util_map.png
Scale bar: 50 µm. The die is cut into 16 by 16 equal tiles; white is low, dark blue is high, 0 to 100% covered.
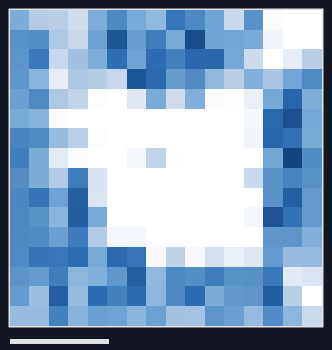
placed.png
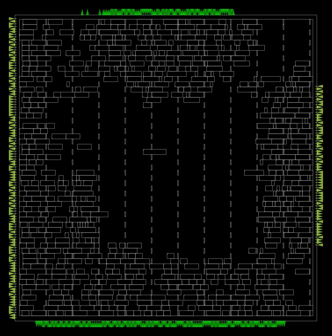
floorplan.png
Scale bar: 50 µm. Pins as bars on the die edge. Tap cells in gray.
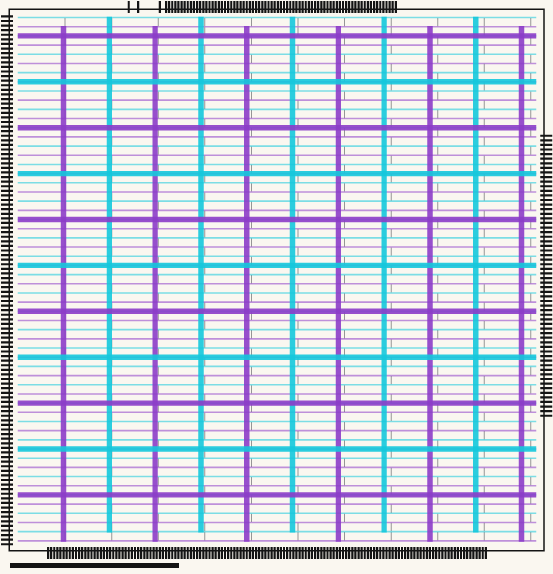
ff_map.png
Scale bar: 50 µm. Other sequential cells in the stronger gray, the rest of the logic in the fainter gray.
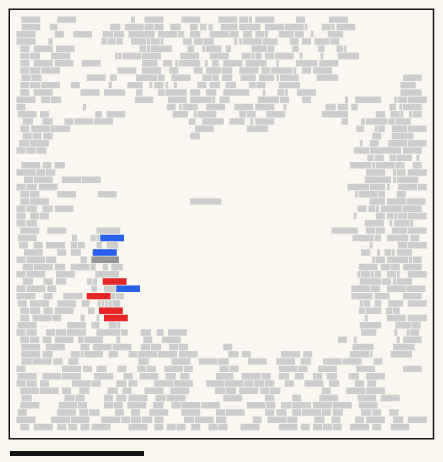
port_trees.png
Scale bar: 50 µm.
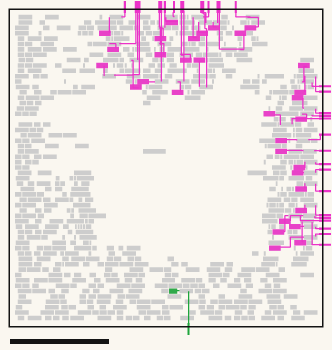
$ cat src/rtl/dbus_pkg.sv
// Shared types and defaults for the data-bus arbiter.
// Ownership enum plus the peripheral window tag.
package dbus_pkg;

  localparam int DATA_W_DEF = 32;
  localparam int ADDR_W_DEF = 32;

  localparam logic [3:0] PERIPH_TAG = 4'b0100;

  typedef enum logic {
    OWN_M0 = 1'b0,
    OWN_M1 = 1'b1
  } own_e;

endpackage

$ cat src/rtl/dbus_decoder.sv
// Address decode for the granted master:
// DM / peripheral strobes and read-data mux.
module dbus_decoder
  import dbus_pkg::*;
#(
  parameter int         DATA_W = DATA_W_DEF,
  parameter int         ADDR_W = ADDR_W_DEF,
  parameter logic [3:0] TAG    = PERIPH_TAG
) (
  input  logic              req_i,
  input  logic              we_i,
  input  logic [ADDR_W-1:0] addr_i,
  input  logic [DATA_W-1:0] wdata_i,
  output logic [DATA_W-1:0] rdata_o,
  output logic [ADDR_W-1:0] dm_addr_o,
  output logic [DATA_W-1:0] dm_wdata_o,
  output logic              dm_rd_o,
  output logic              dm_wr_o,
  input  logic [DATA_W-1:0] dm_rdata_i,
  output logic [ADDR_W-1:0] pr_addr_o,
  output logic [DATA_W-1:0] pr_wdata_o,
  output logic              pr_rd_o,
  output logic              pr_wr_o,
  input  logic [DATA_W-1:0] pr_rdata_i
);

  logic periph;

  // Top nibble selects the peripheral window.
  always_comb begin
    periph     = (addr_i[ADDR_W-1 -: 4] == TAG);
    dm_addr_o  = addr_i;
    pr_addr_o  = addr_i;
    dm_wdata_o = wdata_i;
    pr_wdata_o = wdata_i;
    dm_wr_o    = req_i & we_i & ~periph;
    pr_wr_o    = req_i & we_i & periph;
    dm_rd_o    = req_i & ~we_i & ~periph;
    pr_rd_o    = req_i & ~we_i & periph;
    rdata_o    = periph ? pr_rdata_i : dm_rdata_i;
  end

endmodule

$ cat src/rtl/dbus_arbiter.sv
// Two-master data-bus arbiter: CPU (m0) vs loader/DMA (m1).
// Registered ownership FSM, starvation and lock counters.
module dbus_arbiter
  import dbus_pkg::*;
#(
  parameter int         DATA_W   = DATA_W_DEF,
  parameter int         ADDR_W   = ADDR_W_DEF,
  parameter int         MAX_WAIT = 8,
  parameter int         MAX_LOCK = 16,
  parameter logic [3:0] P_TAG    = PERIPH_TAG
) (
  input  logic              clk,
  input  logic              reset,
  input  logic              m0_req,
  input  logic              m0_we,
  input  logic [ADDR_W-1:0] m0_addr,
  input  logic [DATA_W-1:0] m0_wdata,
  output logic [DATA_W-1:0] m0_rdata,
  output logic              m0_stall,
  input  logic              m1_req,
  input  logic              m1_we,
  input  logic              m1_lock,
  input  logic [ADDR_W-1:0] m1_addr,
  input  logic [DATA_W-1:0] m1_wdata,
  output logic              m1_gnt,
  output logic [DATA_W-1:0] m1_rdata,
  output logic              m1_rvalid,
  output logic [ADDR_W-1:0] dm_addr,
  output logic [DATA_W-1:0] dm_wdata,
  output logic              dm_rd,
  output logic              dm_wr,
  input  logic [DATA_W-1:0] dm_rdata,
  output logic [ADDR_W-1:0] pr_addr,
  output logic [DATA_W-1:0] pr_wdata,
  output logic              pr_rd,
  output logic              pr_wr,
  input  logic [DATA_W-1:0] pr_rdata
);

  localparam int WW = (MAX_WAIT > 1) ? $clog2(MAX_WAIT) : 1;
  localparam int LW = (MAX_LOCK > 1) ? $clog2(MAX_LOCK) : 1;

  localparam logic [WW-1:0] WAIT_LAST = WW'(MAX_WAIT - 1);
  localparam logic [LW-1:0] LOCK_LAST = LW'(MAX_LOCK - 1);

  own_e            state_q;
  logic [WW-1:0]   wait_q;
  logic [LW-1:0]   lock_q;

  logic              own1;
  logic              g_req;
  logic              g_we;
  logic [ADDR_W-1:0] g_addr;
  logic [DATA_W-1:0] g_wdata;
  logic [DATA_W-1:0] g_rdata;

  assign own1 = (state_q == OWN_M1);

  // Ownership FSM; counters saturate at their last value.
  always_ff @(posedge clk or posedge reset) begin
    if (reset) begin
      state_q <= OWN_M0;
      wait_q  <= '0;
      lock_q  <= '0;
    end else begin
      unique case (state_q)
        OWN_M0: begin
          lock_q <= '0;
          if (m1_req && (!m0_req || wait_q == WAIT_LAST)) begin
            state_q <= OWN_M1;
            wait_q  <= '0;
          end else if (m1_req && m0_req) begin
            if (wait_q != WAIT_LAST)
              wait_q <= wait_q + WW'(1);
          end else begin
            wait_q <= '0;
          end
        end
        OWN_M1: begin
          wait_q <= '0;
          if (m1_req && m1_lock && lock_q < LOCK_LAST) begin
            lock_q <= lock_q + LW'(1);
          end else begin
            state_q <= OWN_M0;
            lock_q  <= '0;
          end
        end
        default: begin
          state_q <= OWN_M0;
          wait_q  <= '0;
          lock_q  <= '0;
        end
      endcase
    end
  end

  // Select the owning master; reset kills every strobe.
  always_comb begin
    g_req   = 1'b0;
    g_we    = 1'b0;
    g_addr  = m0_addr;
    g_wdata = m0_wdata;
    if (own1) begin
      g_req   = m1_req;
      g_we    = m1_we;
      g_addr  = m1_addr;
      g_wdata = m1_wdata;
    end else begin
      g_req   = m0_req;
      g_we    = m0_we;
    end
    if (reset)
      g_req = 1'b0;
  end

  // Handshake outputs and read-data routing.
  always_comb begin
    m0_stall  = own1 & m0_req;
    m1_gnt    = own1 & m1_req & ~reset;
    m1_rvalid = m1_gnt & ~m1_we;
    m0_rdata  = own1 ? '0 : g_rdata;
    m1_rdata  = own1 ? g_rdata : '0;
  end

  dbus_decoder #(
    .DATA_W (DATA_W),
    .ADDR_W (ADDR_W),
    .TAG    (P_TAG)
  ) u_dec (
    .req_i      (g_req),
    .we_i       (g_we),
    .addr_i     (g_addr),
    .wdata_i    (g_wdata),
    .rdata_o    (g_rdata),
    .dm_addr_o  (dm_addr),
    .dm_wdata_o (dm_wdata),
    .dm_rd_o    (dm_rd),
    .dm_wr_o    (dm_wr),
    .dm_rdata_i (dm_rdata),
    .pr_addr_o  (pr_addr),
    .pr_wdata_o (pr_wdata),
    .pr_rd_o    (pr_rd),
    .pr_wr_o    (pr_wr),
    .pr_rdata_i (pr_rdata)
  );

endmodule

$ cat config.mk
export PLATFORM = sky130hd
export DESIGN_NAME = dbus_arbiter
export DESIGN_NICKNAME = d
export VERILOG_FILES = /design/src/rtl/dbus_pkg.sv /design/src/rtl/dbus_decoder.sv /design/src/rtl/dbus_arbiter.sv
export SDC_FILE = /design/constraint.sdc
export NUM_CORES = 1
export LEC_CHECK = 0
export CORE_AREA = 2 2 156 158
export DETAILED_ROUTE_END_ITERATION = 6
export DIE_AREA = 0 0 158 160
export HOLD_SLACK_MARGIN = 0.08
export SYNTH_ARGS = -nofsm -noshare
export SYNTH_HDL_FRONTEND = slang
export SYNTH_SLANG_ARGS = --single-unit
export TNS_END_PERCENT = 1
$ cat constraint.sdc
create_clock -name clk -period 2.55 [get_ports clk]
set_input_delay 0.51 -clock clk [delete_from_list [all_inputs] [get_ports clk]]
set_output_delay 0.51 -clock clk [all_outputs]
set_load 0.1 [all_outputs]
==> flow_results.xml <==
<?xml version="1.0" encoding="UTF-8"?>
<metrics>
  <group name="run_status">
    <metric name="result_of_the_run" unit="">complete, no violations</metric>
  </group>
  <group name="critical_path">
    <metric name="critPathSlowestCell" unit="">or3_4</metric>
    <metric name="timing.critical_path.cells" unit="">buf_6 &gt; or3_4 &gt; or3_4 &gt; buf_6 &gt; buf_6 &gt; a31o_4 &gt; buf_12</metric>
    <metric name="critPathBufInv" unit="">4</metric>
    <metric name="timing.critical_path.max_delay_family" unit="">simple AND/OR/NAND/NOR gates</metric>
    <metric name="setup.reg_to_reg.worst_slack" unit="ps">1130</metric>
  </group>
  <group name="layout">
    <metric name="layout_top_cells" unit="">buf_12 (203), clkdlybuf4s50_1 (189), mux2_2 (63)</metric>
    <metric name="sequential_cell_area" unit="µm²">204</metric>
    <metric name="bufAreaShareNonClock" unit="%">65.1</metric>
    <metric name="final.signal_inverter_count" unit="">36</metric>
    <metric name="area_of_combinational_cells_with_multiple_inputs" unit="µm²">2630</metric>
    <metric name="area.share.combinational" unit="%">26.6</metric>
    <metric name="max_flop_register" unit="">lock_q</metric>
    <metric name="syn_to_final_growth" unit="%">245</metric>
  </group>
  <group name="power_and_ir_drop">
    <metric name="p_int" unit="mW">1.88</metric>
    <metric name="vdd_drop_max" unit="µV">298</metric>
  </group>
  <group name="yosys">
    <metric name="yosys-top-cells-area" unit="">mux2_2 (25%), buf_4 (17%), mux2i_1 (11%)</metric>
    <metric name="synthTopLogicFamily" unit="">multiplexers</metric>
    <metric name="synth-async-reset-ratio" unit="%">100</metric>
    <metric name="synth_stat.cells" unit="">368</metric>
    <metric name="synthesis.yosys.warnings" unit="">0</metric>
    <metric name="synth.top_cell.area_share" unit="%">24.7</metric>
    <metric name="ys_chip_area" unit="µm²">2870</metric>
    <metric name="syn_area" unit="µm²">2870</metric>
    <metric name="synth.cellmix.simpleShare" unit="%">9.62</metric>
    <metric name="synth_top_cell_by_area" unit="">mux2_2</metric>
    <metric name="number_of_nets_at_floorplan" unit="">570</metric>
    <metric name="synth.mux.area_fraction" unit="%">35.8</metric>
    <metric name="synth.avg_cell_area" unit="µm²">7.81</metric>
  </group>
  <group name="floorplanning">
    <metric name="tapCellCount" unit="">324</metric>
    <metric name="die.size.y" unit="µm">160</metric>
    <metric name="chipWidth" unit="µm">158</metric>
    <metric name="chipArea" unit="µm²">25300</metric>
  </group>
  <group name="detailed_routing">
    <metric name="routedLengthMet1" unit="µm">6980</metric>
  </group>
  <group name="global_routing">
    <metric name="global_route.overflow_total" unit="">0</metric>
    <metric name="grt_pass1_vias" unit="">4438</metric>
    <metric name="met3_usage" unit="%">3.07</metric>
    <metric name="gr-usage-met1" unit="%">16.7</metric>
  </group>
  <group name="final_timing">
    <metric name="clock.fmax" unit="MHz">394</metric>
    <metric name="worst_slew_pin_slew" unit="ps">402</metric>
    <metric name="fin_tns_setup" unit="ps">0</metric>
  </group>
  <group name="place">
    <metric name="dpl.hpwl" unit="µm">15500</metric>
    <metric name="global_placer_s_final_weighted_congestion" unit="">0.771</metric>
    <metric name="placement.setup.worst_slack" unit="ps">-298</metric>
  </group>
  <group name="clocking">
    <metric name="post_cts_repair_timing_setup_buffer_count" unit="">7</metric>
    <metric name="number_of_h_tree_levels" unit="">1</metric>
  </group>
  <group name="hold_path">
    <metric name="worst_hold_endpoint" unit="">wait_q[0]$_DFFE_PP0P_</metric>
    <metric name="hold_depth" unit="">1</metric>
  </group>
</metrics>
-- util_map.png (at the start) --
emptiest ninth of the die: center
tiles over 75% full: 9.4%
fullest tile: 92%
mean over tiles: 38%
nearly empty tiles: 25%
Final Core Density: 41.6%
Core Util at FP: 12.1%
core box area: 23800 µm²

-- placed.png (at the start) --
flop share of the area: 2.06%
count of placed standard cells in the final layout, fillers left out: 1032
Flop Count: 8
Cell Rows: 57

-- floorplan.png (at the start) --
[VSS] purple
[VDD] cyan
met1 rails: 58
rows: 57

-- ff_map.png (at the start) --
[`wait_q`] blue | placed flops: 3
[`lock_q`] red | placed flops: 4

-- port_trees.png (at the start) --
[`m0_rdata`] magenta | bits: 32 | direction: output | edge: 16 right, 16 top | end cells: 32 | wire: 701 µm
[`dm_wr`] green | bits: 1 | direction: output | edge: bottom | end cells: 1 | wire: 18.6 µm
I/O pin total: 398
input/output buffers: 397

